File: src/rtl/hazard_scoreboard_unit_if.sv
`default_nettype none
// ============================================================================
// Module   : hazard_scoreboard_unit_if
// Brief    : Pipeline-stage hazard information and interlock/forwarding controls.
// Revision : 1.0 - initial release
// ============================================================================
interface hazard_scoreboard_unit_if #(
    parameter int REG_ADDR_WIDTH = 5
);
    logic [REG_ADDR_WIDTH-1:0] RsD;
    logic [REG_ADDR_WIDTH-1:0] RtD;
    logic                      BranchD;
    logic                      UsesHiLoD;
    logic                      MultiCycleD;
    logic [REG_ADDR_WIDTH-1:0] RsE;
    logic [REG_ADDR_WIDTH-1:0] RtE;
    logic [REG_ADDR_WIDTH-1:0] WriteRegE;
    logic                      RegWriteE;
    logic                      MemtoRegE;
    logic                      MultiCycleE;
    logic [REG_ADDR_WIDTH-1:0] WriteRegM;
    logic                      RegWriteM;
    logic                      MemtoRegM;
    logic [REG_ADDR_WIDTH-1:0] WriteRegW;
    logic                      RegWriteW;

    logic                      StallF;
    logic                      StallD;
    logic                      FlushE;
    logic                      ForwardAD;
    logic                      ForwardBD;
    logic [1:0]                ForwardAE;
    logic [1:0]                ForwardBE;
    logic                      McBusy;
    logic                      McDone;
    logic                      McOverlap;

    // Pipeline side: supplies stage information, consumes controls.
    modport master (
        output RsD, RtD, BranchD, UsesHiLoD, MultiCycleD,
        output RsE, RtE, WriteRegE, RegWriteE, MemtoRegE, MultiCycleE,
        output WriteRegM, RegWriteM, MemtoRegM, WriteRegW, RegWriteW,
        input  StallF, StallD, FlushE, ForwardAD, ForwardBD,
        input  ForwardAE, ForwardBE, McBusy, McDone, McOverlap
    );

    // Hazard unit side.
    modport slave (
        input  RsD, RtD, BranchD, UsesHiLoD, MultiCycleD,
        input  RsE, RtE, WriteRegE, RegWriteE, MemtoRegE, MultiCycleE,
        input  WriteRegM, RegWriteM, MemtoRegM, WriteRegW, RegWriteW,
        output StallF, StallD, FlushE, ForwardAD, ForwardBD,
        output ForwardAE, ForwardBE, McBusy, McDone, McOverlap
    );
endinterface
`default_nettype wire

File: src/rtl/hazard_scoreboard_unit.sv
`default_nettype none
// ============================================================================
// Module   : hazard_scoreboard_unit
// Brief    : 5-stage MIPS hazard/forwarding unit with a one-entry HI/LO
//            multi-cycle scoreboard.
// Revision : 1.0 - initial release
// ============================================================================
module hazard_scoreboard_unit #(
    parameter int REG_ADDR_WIDTH = 5,
    parameter int MC_LATENCY     = 4,
    parameter int CNT_WIDTH      = 3
) (
    input  wire logic                CLK,
    input  wire logic                RST,
    hazard_scoreboard_unit_if.slave  hz
);

    localparam logic [CNT_WIDTH-1:0] c_mc_load = CNT_WIDTH'(MC_LATENCY - 1);

    logic                 r_mc_busy;
    logic [CNT_WIDTH-1:0] r_mc_cnt;
    logic                 r_mc_overlap;

    logic [1:0] w_fwd_ae;
    logic [1:0] w_fwd_be;
    logic       w_fwd_ad;
    logic       w_fwd_bd;
    logic       w_lwstall;
    logic       w_branchstall;
    logic       w_mcstall;
    logic       w_mc_done;
    logic       w_stall;

    // Memory-stage result is newer than Writeback, so it wins.
    always_comb begin
        w_fwd_ae = 2'b00;
        if (hz.RsE != '0 && hz.RegWriteM && hz.RsE == hz.WriteRegM)
            w_fwd_ae = 2'b10;
        else if (hz.RsE != '0 && hz.RegWriteW && hz.RsE == hz.WriteRegW)
            w_fwd_ae = 2'b01;

        w_fwd_be = 2'b00;
        if (hz.RtE != '0 && hz.RegWriteM && hz.RtE == hz.WriteRegM)
            w_fwd_be = 2'b10;
        else if (hz.RtE != '0 && hz.RegWriteW && hz.RtE == hz.WriteRegW)
            w_fwd_be = 2'b01;
    end

    assign w_fwd_ad = (hz.RsD != '0) && hz.RegWriteM && (hz.RsD == hz.WriteRegM);
    assign w_fwd_bd = (hz.RtD != '0) && hz.RegWriteM && (hz.RtD == hz.WriteRegM);

    // Register 0 is deliberately not excluded from the load-use compare.
    assign w_lwstall = hz.MemtoRegE && ((hz.RtE == hz.RsD) || (hz.RtE == hz.RtD));

    assign w_branchstall = hz.BranchD &&
        ((hz.RegWriteE && ((hz.WriteRegE == hz.RsD) || (hz.WriteRegE == hz.RtD))) ||
         (hz.MemtoRegM && ((hz.WriteRegM == hz.RsD) || (hz.WriteRegM == hz.RtD))));

    // Still stalls during the done cycle: the HI/LO write lands at its end.
    assign w_mcstall = r_mc_busy && (hz.UsesHiLoD || hz.MultiCycleD);
    assign w_mc_done = r_mc_busy && (r_mc_cnt == '0);
    assign w_stall   = w_lwstall | w_branchstall | w_mcstall;

    always_ff @(posedge CLK) begin
        if (RST) begin
            r_mc_busy    <= 1'b0;
            r_mc_cnt     <= '0;
            r_mc_overlap <= 1'b0;
        end else if (!r_mc_busy) begin
            if (hz.MultiCycleE) begin
                r_mc_busy <= 1'b1;
                r_mc_cnt  <= c_mc_load;
            end
        end else begin
            // A second issue while busy is dropped and only flagged.
            if (hz.MultiCycleE)
                r_mc_overlap <= 1'b1;
            if (r_mc_cnt == '0)
                r_mc_busy <= 1'b0;
            else
                r_mc_cnt <= r_mc_cnt - 1'b1;
        end
    end

    assign hz.StallF    = w_stall;
    assign hz.StallD    = w_stall;
    assign hz.FlushE    = w_stall;
    assign hz.ForwardAD = w_fwd_ad;
    assign hz.ForwardBD = w_fwd_bd;
    assign hz.ForwardAE = w_fwd_ae;
    assign hz.ForwardBE = w_fwd_be;
    assign hz.McBusy    = r_mc_busy;
    assign hz.McDone    = w_mc_done;
    assign hz.McOverlap = r_mc_overlap;

endmodule
`default_nettype wire

File: src/flat_wrapper.sv
// flat-port wrapper written by rule: the top's interface ports become plain ports
module hazard_scoreboard_unit_flat 
#(
    parameter int REG_ADDR_WIDTH = 5,
    parameter int MC_LATENCY     = 4,
    parameter int CNT_WIDTH      = 3
)
  (CLK, RST, hz_RsD, hz_RtD, hz_BranchD, hz_UsesHiLoD, hz_MultiCycleD, hz_RsE, hz_RtE, hz_WriteRegE, hz_RegWriteE, hz_MemtoRegE, hz_MultiCycleE, hz_WriteRegM, hz_RegWriteM, hz_MemtoRegM, hz_WriteRegW, hz_RegWriteW, hz_StallF, hz_StallD, hz_FlushE, hz_ForwardAD, hz_ForwardBD, hz_ForwardAE, hz_ForwardBE, hz_McBusy, hz_McDone, hz_McOverlap);
  hazard_scoreboard_unit_if #(.REG_ADDR_WIDTH(REG_ADDR_WIDTH)) hz_i ();
  input  wire logic CLK;
  input  wire logic RST;
  input wire logic [$bits(hz_i.RsD)-1:0] hz_RsD;
  input wire logic [$bits(hz_i.RtD)-1:0] hz_RtD;
  input wire logic [$bits(hz_i.BranchD)-1:0] hz_BranchD;
  input wire logic [$bits(hz_i.UsesHiLoD)-1:0] hz_UsesHiLoD;
  input wire logic [$bits(hz_i.MultiCycleD)-1:0] hz_MultiCycleD;
  input wire logic [$bits(hz_i.RsE)-1:0] hz_RsE;
  input wire logic [$bits(hz_i.RtE)-1:0] hz_RtE;
  input wire logic [$bits(hz_i.WriteRegE)-1:0] hz_WriteRegE;
  input wire logic [$bits(hz_i.RegWriteE)-1:0] hz_RegWriteE;
  input wire logic [$bits(hz_i.MemtoRegE)-1:0] hz_MemtoRegE;
  input wire logic [$bits(hz_i.MultiCycleE)-1:0] hz_MultiCycleE;
  input wire logic [$bits(hz_i.WriteRegM)-1:0] hz_WriteRegM;
  input wire logic [$bits(hz_i.RegWriteM)-1:0] hz_RegWriteM;
  input wire logic [$bits(hz_i.MemtoRegM)-1:0] hz_MemtoRegM;
  input wire logic [$bits(hz_i.WriteRegW)-1:0] hz_WriteRegW;
  input wire logic [$bits(hz_i.RegWriteW)-1:0] hz_RegWriteW;
  output wire logic [$bits(hz_i.StallF)-1:0] hz_StallF;
  output wire logic [$bits(hz_i.StallD)-1:0] hz_StallD;
  output wire logic [$bits(hz_i.FlushE)-1:0] hz_FlushE;
  output wire logic [$bits(hz_i.ForwardAD)-1:0] hz_ForwardAD;
  output wire logic [$bits(hz_i.ForwardBD)-1:0] hz_ForwardBD;
  output wire logic [$bits(hz_i.ForwardAE)-1:0] hz_ForwardAE;
  output wire logic [$bits(hz_i.ForwardBE)-1:0] hz_ForwardBE;
  output wire logic [$bits(hz_i.McBusy)-1:0] hz_McBusy;
  output wire logic [$bits(hz_i.McDone)-1:0] hz_McDone;
  output wire logic [$bits(hz_i.McOverlap)-1:0] hz_McOverlap;
  assign hz_i.RsD = hz_RsD;
  assign hz_i.RtD = hz_RtD;
  assign hz_i.BranchD = hz_BranchD;
  assign hz_i.UsesHiLoD = hz_UsesHiLoD;
  assign hz_i.MultiCycleD = hz_MultiCycleD;
  assign hz_i.RsE = hz_RsE;
  assign hz_i.RtE = hz_RtE;
  assign hz_i.WriteRegE = hz_WriteRegE;
  assign hz_i.RegWriteE = hz_RegWriteE;
  assign hz_i.MemtoRegE = hz_MemtoRegE;
  assign hz_i.MultiCycleE = hz_MultiCycleE;
  assign hz_i.WriteRegM = hz_WriteRegM;
  assign hz_i.RegWriteM = hz_RegWriteM;
  assign hz_i.MemtoRegM = hz_MemtoRegM;
  assign hz_i.WriteRegW = hz_WriteRegW;
  assign hz_i.RegWriteW = hz_RegWriteW;
  assign hz_StallF = hz_i.StallF;
  assign hz_StallD = hz_i.StallD;
  assign hz_FlushE = hz_i.FlushE;
  assign hz_ForwardAD = hz_i.ForwardAD;
  assign hz_ForwardBD = hz_i.ForwardBD;
  assign hz_ForwardAE = hz_i.ForwardAE;
  assign hz_ForwardBE = hz_i.ForwardBE;
  assign hz_McBusy = hz_i.McBusy;
  assign hz_McDone = hz_i.McDone;
  assign hz_McOverlap = hz_i.McOverlap;
  hazard_scoreboard_unit #(.REG_ADDR_WIDTH(REG_ADDR_WIDTH), .MC_LATENCY(MC_LATENCY), .CNT_WIDTH(CNT_WIDTH)) u_core (.CLK(CLK), .RST(RST), .hz(hz_i));
endmodule
File: config.mk
export PLATFORM = sky130hd
export DESIGN_NAME = hazard_scoreboard_unit_flat
export DESIGN_NICKNAME = d
export VERILOG_FILES = /design/src/rtl/hazard_scoreboard_unit_if.sv /design/src/rtl/hazard_scoreboard_unit.sv /design/src/flat_wrapper.sv
export SDC_FILE = /design/constraint.sdc
export NUM_CORES = 1
export LEC_CHECK = 0
export CAP_MARGIN = 30
export CORE_MARGIN = 2
export CORE_UTILIZATION = 33
export CTS_CLUSTER_SIZE = 10
export DETAILED_ROUTE_END_ITERATION = 8
export PLACE_DENSITY_LB_ADDON = 0.05
export SETUP_SLACK_MARGIN = 0.02
export SYNTH_ARGS = -nofsm -noshare
export SYNTH_HDL_FRONTEND = slang
export SYNTH_SLANG_ARGS = --single-unit
export TNS_END_PERCENT = 30
File: constraint.sdc
create_clock -name CLK -period 1.65 [get_ports CLK]
set_clock_uncertainty 0.2 [all_clocks]
set_input_delay 0.165 -clock CLK [delete_from_list [all_inputs] [get_ports CLK]]
set_output_delay 0.165 -clock CLK [all_outputs]
set_load 0.02 [all_outputs]
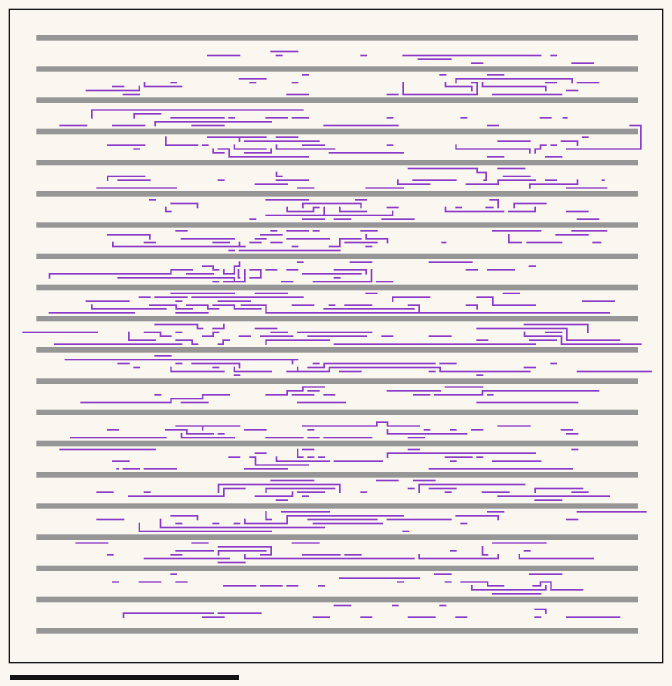
**Above:** run 1 (met1 routing).
The bar under the picture is 20 microns long. Supply wires on this layer in gray.
share of all routed wire: 39%
wire length on this layer: 1,290 microns
main direction: horizontal
longest straight run: 29.9 microns
nets with wire on the layer: 226
global routing usage on met1: 21.6%
total vias in the final route: 1,204
drt total wl: 3320 microns

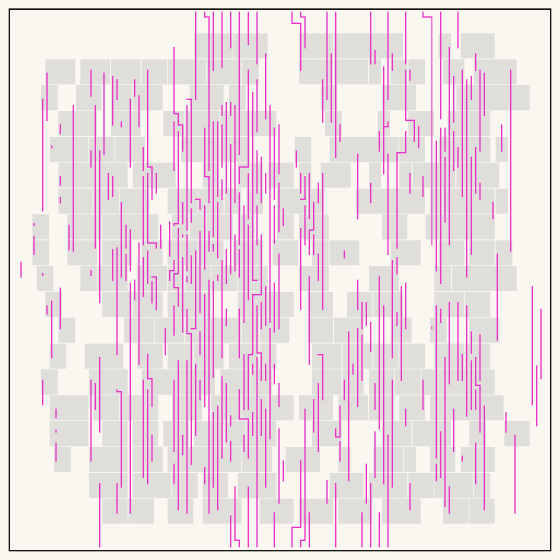
**Above:** run 1 (metal 2).
Cells faint in the background.
wire length on this layer: 1,820 microns
nets with wire on the layer: 239
main direction: vertical
share of all routed wire: 55%
longest straight run: 24.5 microns
met2 demand-to-capacity share in global routing: 38.9%

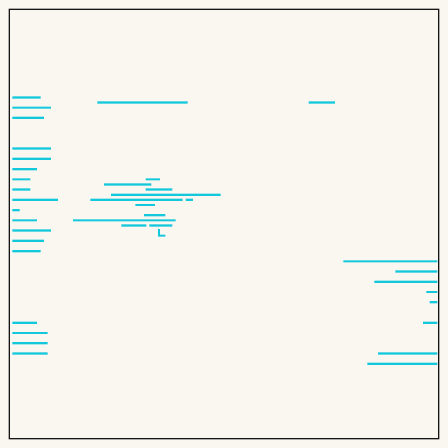
**Above:** run 1 (metal 3).
wire length on this layer: 190 microns
main direction: horizontal
longest straight run: 14.3 microns
nets with wire on the layer: 37
met3 capacity usage during global routing: 1.15%

==> run summary, run 1 <==
total negative slack for setup checks: -896 ps
routed vias/inst: 4.93
width of the die: 56.8 microns
Unique masters post-synth: 28
number of warning messages in the yosys log: 0
sort of element at the end of the critical path: output port
destination of the worst hold path: u_core.hz.McOverlap
Detail Placement HPWL: 2650 microns
global-route wire length before repair: 4920 microns
buffer cell driving the clock tree root: clkbuf_4
area growth from synthesis to layout: 102%
sequential power share: 17.7%
Slew Limit Headroom: 78.2%
post-layout util: 68.8%
mapped cell area: 921 sq um
pre-CTS setup slack: -936 ps
number of standard cells in the final layout excluding fillers: 244
violation tally from detailed-route iteration zero: 50
fraction of synthesis flops using an asynchronous set or reset pin: 0%
setup repair after global routing missed its margin: yes
weighted congestion reported at the end of routability-driven placement: 0.854
register-to-register path setup slack: -10 ps
type of element launching the critical path: input port
number of nets with antenna violations after routing: 0
number of I/O pins: 58
number of stages on the worst hold path: 2
Switching Share: 36.3%
Crit Path Max Fanout: 2
Post-Layout Inst Area: 1860 sq um
total of flip-flops plus latches after synthesis: 5
cell types with the highest counts after synthesis: xnor2_1 (28), xor2_1 (22), nand3_1 (6), nand4_1 (6), nor2_1 (6)
number of max-cap violations: 0
maximum achievable frequency: 534 MHz
VDD IR max: 534 uV
CTS tree: built
register share after synthesis: 10.9%
top area contributor share: 26.6%
final-report hold violation count: 0
number of cells in the yosys synthesis report: 116
portion of total power attributed to the clock network: 18.1%
initial antenna violation count: 0
cts bufs inserted: 3
DRC errors left: 0
cell area reported after detailed placement: 1780 sq um
Final period util: 114%
floorplan row count: 19
final setup margin: -224 ps
fraction of layout instances using a drive strength above 1: 46.9%
commonest cells after routing, fill and taps aside: buf_4 (42), xnor2_1 (28), xor2_1 (20)
min Tclk post-route: 1870 ps
area of the placeable core: 2710 sq um
Final Net Count: 262
count of flip-flops with a built-in enable after synthesis: 0
prevailing post-synth register cell: dfxtp_1
Total Power Consumption: 0.784 mW
transition at the pin with the smallest max-transition slack: 325 ps
leakage power: 0.801 nW
endpoint arrival time on the critical path: 1510 ps
Chip Area, Yosys: 921 sq um
vias in the first global route: 1,158
Data required, critical path: 1280 ps
worst reg2reg endpoint: u_core.r_mc_cnt[1]
final max-slew violation count: 0
startpoint of the most critical hold path: u_core.hz.McOverlap
violated checks: negative setup slack
CTS max path bufs: 2
die area: 3230 sq um
share of power burned in combinational logic: 64.1%
clk latency late pin: 240 ps
library cell occupying the most area in the post-synthesis netlist: xnor2_1
Crit Path Class: in -> out
number of placed cells counting well taps: 231
core utilization before placement: 34.0%
largest net degree at the start of global routing: 6
internal power consumption: 0.499 mW
global route total overflow: 0
Synth area leaders: xnor2_1 (27%), xor2_1 (21%), dfxtp_1 (11%), nand4_1 (4.1%), nor4_1 (3.4%)
clock slew at reported path FFs: 50 ps
tool warnings: 29
height of the chip: 56.8 microns
startpoint of the worst register-to-register path: u_core.r_mc_cnt[0]
post-synthesis cell type with the largest instance count: xnor2_1
Worst Hold Margin: 279 ps
number of cells upsized or downsized after cts: 169
post-synthesis net count: 164
number of cell instances on the worst register-to-register path: 6
Clock Sink Count: 5
Syn Area/Cell: 7.94 sq um
crit path launch: hz_RsE[1]
IO buf count: 57
GRT Overall Usage: 19.2%
post-cts hold buffer count: 0
buffers inserted by post-CTS timing repair: 5
Psw: 0.284 mW
number of levels in the clock H-tree: 1
setup-violating endpoint count in the final report: 9
n_diodes: 0
kind of path behind the tightest hold check: reg -> reg
count of mapped cells out of synthesis: 116
Power Density: 420 nW/um^2
most numerous logic cell after layout: buf_4
wire per inst: 13.6 microns
detailed-router iteration count before antenna repair: 4
run status: finished, violations left
==> run 1: worst max-delay path by stage <==
stage / slack (ps) / end
after floorplan: -130 / hz_ForwardBE[0]
after global placement: -930 / hz_StallD
after detailed placement: -940 / hz_StallF
after CTS: -270 / hz_ForwardAE[0]
after global routing: -270 / hz_ForwardAE[0]
final: -220 / hz_ForwardAE[0]
==> run 1: per-layer routing <==
metal	GRT usage (%)	up-vias	routed length (microns)
li1	-	591	-
met2	38.9	50	1820
met1	21.6	557	1290
met3	1.15	6	190
met5	0	-	0
met4	3.65	0	21
==> run 1: layout make-up <==
cell class	count	area [sq um]
Multi-Input combinational cell	100	877
Clock buffer	4	26.3
Fill cell	234	846
Inverter	4	15.0
Tap cell	31	38.8
Sequential cell	5	101
Timing Repair Buffer	100	806
==> run 1: cell families (layout without fill, tap and decap cells) <==
kind of cell | count (synthesis) | count (layout) | synth area share [%]
AND-OR/OR-AND | 10 | 10 | 7.20
XOR/XNOR | 50 | 50 | 47.6
adder cells (fa/ha/maj) | 2 | 2 | 2.72
buffers and inverters | 11 | 108 | 6.52
flip-flops | 5 | 5 | 10.9
AND/OR/NAND/NOR | 38 | 38 | 25.1
==> run 1: critical path, stage by stage <==
cell,delay [ps]
buf_6,90
or4_4,540
nor2_4,130
nor4_4,60
buf_4,140
nor4_4,200
buf_4,180
==> run 1: power groups by stage <==
stage	Sequential (mW)	Combinational (mW)	Clock [mW]
2_1_floorplan	0.146	0.211	0
3_3_place_gp	0.140	0.467	0
3_5_place_dp	0.140	0.478	0
4_1_cts	0.139	0.490	0.150
5_1_grt	0.140	0.535	0.163
6_report	0.139	0.503	0.142
==> run 1: registers in the layout, summed over array words and instances (netlist names) <==
name / flops
u_core.hz.McBusy: 1
u_core.hz.McOverlap: 1
u_core.r_mc_cnt: 3
==> run 2: changes to the inputs <==
- CTS_CLUSTER_DIAMETER: unset -> 150
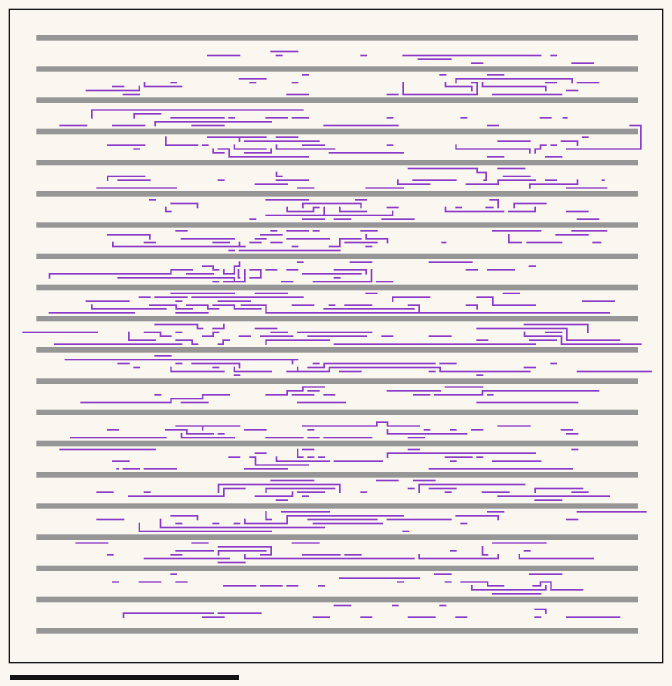
**Above:** run 2 (met1 routing).
The bar under the picture is 20 microns long. Supply wires on this layer in gray.
wire length on this layer: 1,290 microns
longest straight run: 29.9 microns
main direction: horizontal
nets with wire on the layer: 226
share of all routed wire: 39%

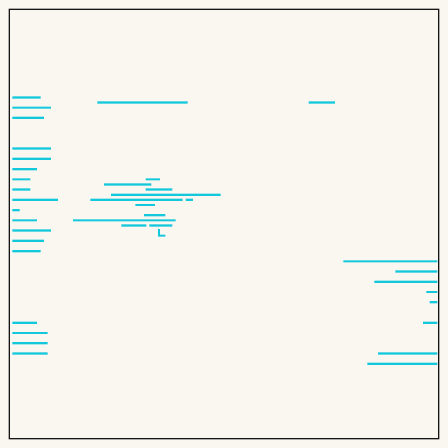
**Above:** run 2 (metal 3).
longest straight run: 14.3 microns
main direction: horizontal
wire length on this layer: 190 microns
share of all routed wire: 5.7%
nets with wire on the layer: 37

==> run summary, run 2 <==
run status: finished, violations left (unchanged)
violated checks: negative setup slack (unchanged)
min Tclk post-route: 1870 ps (unchanged)
clock slew at reported path FFs: 50 ps (about the same)
sort of element at the end of the critical path: output port (unchanged)
floorplan row count: 19 (unchanged)
cell type group with the largest total delay on the critical path: simple AND/OR/NAND/NOR gates (unchanged)
vias in the first global route: 1,158 (unchanged)
area growth from synthesis to layout: 102% (unchanged)
violation tally from detailed-route iteration zero: 50 (unchanged)
core utilization before placement: 34.0% (unchanged)
pre-CTS setup slack: -936 ps (unchanged)
library cell occupying the most area in the post-synthesis netlist: xnor2_1 (unchanged)
maximum achievable frequency: 534 MHz (unchanged)
WP buf/inv: 3 (unchanged)
Crit. path cell count: 7 (unchanged)
top area contributor share: 26.6% (unchanged)
setup-violating endpoint count in the final report: 9 (unchanged)
fraction of layout instances using a drive strength above 1: 46.9% (unchanged)
clk latency late pin: 240 ps (about the same)
number of nets with antenna violations after routing: 0 (unchanged)
VDD IR max: 534 uV (unchanged)
register share after synthesis: 10.9% (unchanged)
most numerous logic cell after layout: buf_4 (unchanged)
height of the chip: 56.8 microns (unchanged)
IO buf count: 57 (unchanged)
prevailing post-synth register cell: dfxtp_1 (unchanged)
total negative slack for setup checks: -896 ps (unchanged)
cell area reported after detailed placement: 1780 sq um (unchanged)
total of flip-flops plus latches after synthesis: 5 (unchanged)
DRC errors left: 0 (unchanged)
total vias in the final route: 1,204 (unchanged)
mapped cell area: 921 sq um (unchanged)
drt total wl: 3320 microns (unchanged)
number of max-cap violations: 0 (unchanged)
largest net degree at the start of global routing: 6 (unchanged)
cell types with the highest counts after synthesis: xnor2_1 (28), xor2_1 (22), nand3_1 (6), nand4_1 (6), nor2_1 (6) (unchanged)
endpoint arrival time on the critical path: 1510 ps (about the same)
setup repair after global routing missed its margin: yes (unchanged)
Slew Limit Headroom: 78.2% (unchanged)
Synth area leaders: xnor2_1 (27%), xor2_1 (21%), dfxtp_1 (11%), nand4_1 (4.1%), nor4_1 (3.4%) (unchanged)
tool warnings: 29 (unchanged)
Power Density: 420 nW/um^2 (unchanged)
number of warning messages in the yosys log: 0 (unchanged)
sequential cell area in the final layout: 101 sq um (unchanged)
width of the die: 56.8 microns (unchanged)
Final period util: 114% (unchanged)
CP max stage cell: or4_4 (unchanged)
crit path cell chain: buf_6 -> or4_4 -> nor2_4 -> nor4_4 -> buf_4 -> nor4_4 -> buf_4 (unchanged)
final-report hold violation count: 0 (unchanged)
Post-Layout Inst Area: 1860 sq um (unchanged)
CTS max path bufs: 2 (unchanged)
CTS tree: built (unchanged)
leakage power: 0.801 nW (unchanged)
Clock Sink Count: 5 (unchanged)
Crit Path Max Fanout: 2 (unchanged)
post-layout util: 68.8% (unchanged)
number of placed cells counting well taps: 231 (unchanged)
transition at the pin with the smallest max-transition slack: 325 ps (unchanged)
area of the placeable core: 2710 sq um (unchanged)
number of levels in the clock H-tree: 1 (unchanged)
flip-flop count of the largest register, all copies and words added: 3 (unchanged)
count of mapped cells out of synthesis: 116 (unchanged)
number of cell instances on the worst register-to-register path: 6 (unchanged)
Crit Path Class: in -> out (unchanged)
count of flip-flops with a built-in enable after synthesis: 0 (unchanged)
type of element launching the critical path: input port (unchanged)
Unique masters post-synth: 28 (unchanged)
number of cells in the yosys synthesis report: 116 (unchanged)
commonest cells after routing, fill and taps aside: buf_4 (42), xnor2_1 (28), xor2_1 (20) (unchanged)
wire per inst: 13.6 microns (unchanged)
cts bufs inserted: 3 (unchanged)
GRT Overall Usage: 19.2% (unchanged)
global-route wire length before repair: 4920 microns (unchanged)
fraction of synthesis flops using an asynchronous set or reset pin: 0% (unchanged)
number of standard cells in the final layout excluding fillers: 244 (unchanged)
number of I/O pins: 58 (unchanged)
Fillers: 234 (unchanged)
Chip Area, Yosys: 921 sq um (unchanged)
kind of path behind the tightest hold check: reg -> reg (unchanged)
Detail Placement HPWL: 2650 microns (unchanged)
final setup margin: -224 ps (unchanged)
global route total overflow: 0 (unchanged)
n_diodes: 0 (unchanged)
post-synthesis cell type with the largest instance count: xnor2_1 (unchanged)
slowest cell delay on critical path: 540 ps (about the same)
register ranked first by flip-flop count: u_core.r_mc_cnt (unchanged)
final max-slew violation count: 0 (unchanged)
die area: 3230 sq um (unchanged)
routed vias/inst: 4.93 (unchanged)
weighted congestion reported at the end of routability-driven placement: 0.854 (unchanged)
detailed-router iteration count before antenna repair: 4 (unchanged)
buffer cell driving the clock tree root: clkbuf_4 (unchanged)
Final Net Count: 262 (unchanged)
number of stages on the worst hold path: 2 (unchanged)
initial antenna violation count: 0 (unchanged)
[run 2: path summary, 6_finish.rpt]
kind / from / endpoint / slack [ps]
max: hz_RsE[1] / hz_ForwardAE[0] / -220
min: u_core.hz.McOverlap / u_core.hz.McOverlap / 280
max reg2reg: u_core.r_mc_cnt[0] / u_core.r_mc_cnt[1] / -10
min reg2reg: u_core.hz.McOverlap / u_core.hz.McOverlap / 280
[run 2: stage by stage]
stage | hold WS, ps | total power [mW]
2_1_floorplan | 37.4 | 0.357
3_3_place_gp | 258 | 0.607
3_5_place_dp | 260 | 0.619
4_1_cts | 278 | 0.779
5_1_grt | 297 | 0.837
6_report | 279 | 0.784
[run 2: logic make-up (layout without fill, tap and decap cells)]
family,after synthesis,after routing,share of synthesized area [%]
DFF,5,5,10.9
xor gates and xnor gates,50,50,47.6
buffers and inverters,11,108,6.52
AOI/OAI and AO/OA,10,10,7.20
and+or+nand+nor,38,38,25.1
adders and majority gates,2,2,2.72
[run 2: final cells by class]
cell class	instances	share of cell area (%)
Multi-Input combinational cell	100	47.0
Inverter	4	0.805
Timing Repair Buffer	100	43.2
Clock buffer	4	1.41
Tap cell	31	2.08
Sequential cell	5	5.44
[run 2: metal layers]
metal  up-vias  share of wire [%]  GRT usage [%]
li1        591                  -              -
met1       557                 39           21.6
met2        50                 55           38.9
met3         6                5.7           1.15
met4         0               0.63           3.65
met5         -                  0              0
[run 2: what timing repair did]
item,in CTS,in global routing
pin swaps,23,21
hold buffers,0,0
buffers inserted,5,4
endpoints found under the setup margin,14,13
cloned,0,0
resized,169,12
[run 2: power by group]
part | switching (mW) | internal, mW
clock | 0.0505 | 0.0914
sequential | 0.00485 | 0.134
combinational | 0.229 | 0.274
total | 0.284 | 0.499
Power figures rest on the tool's default switching activity, not on a simulated workload.
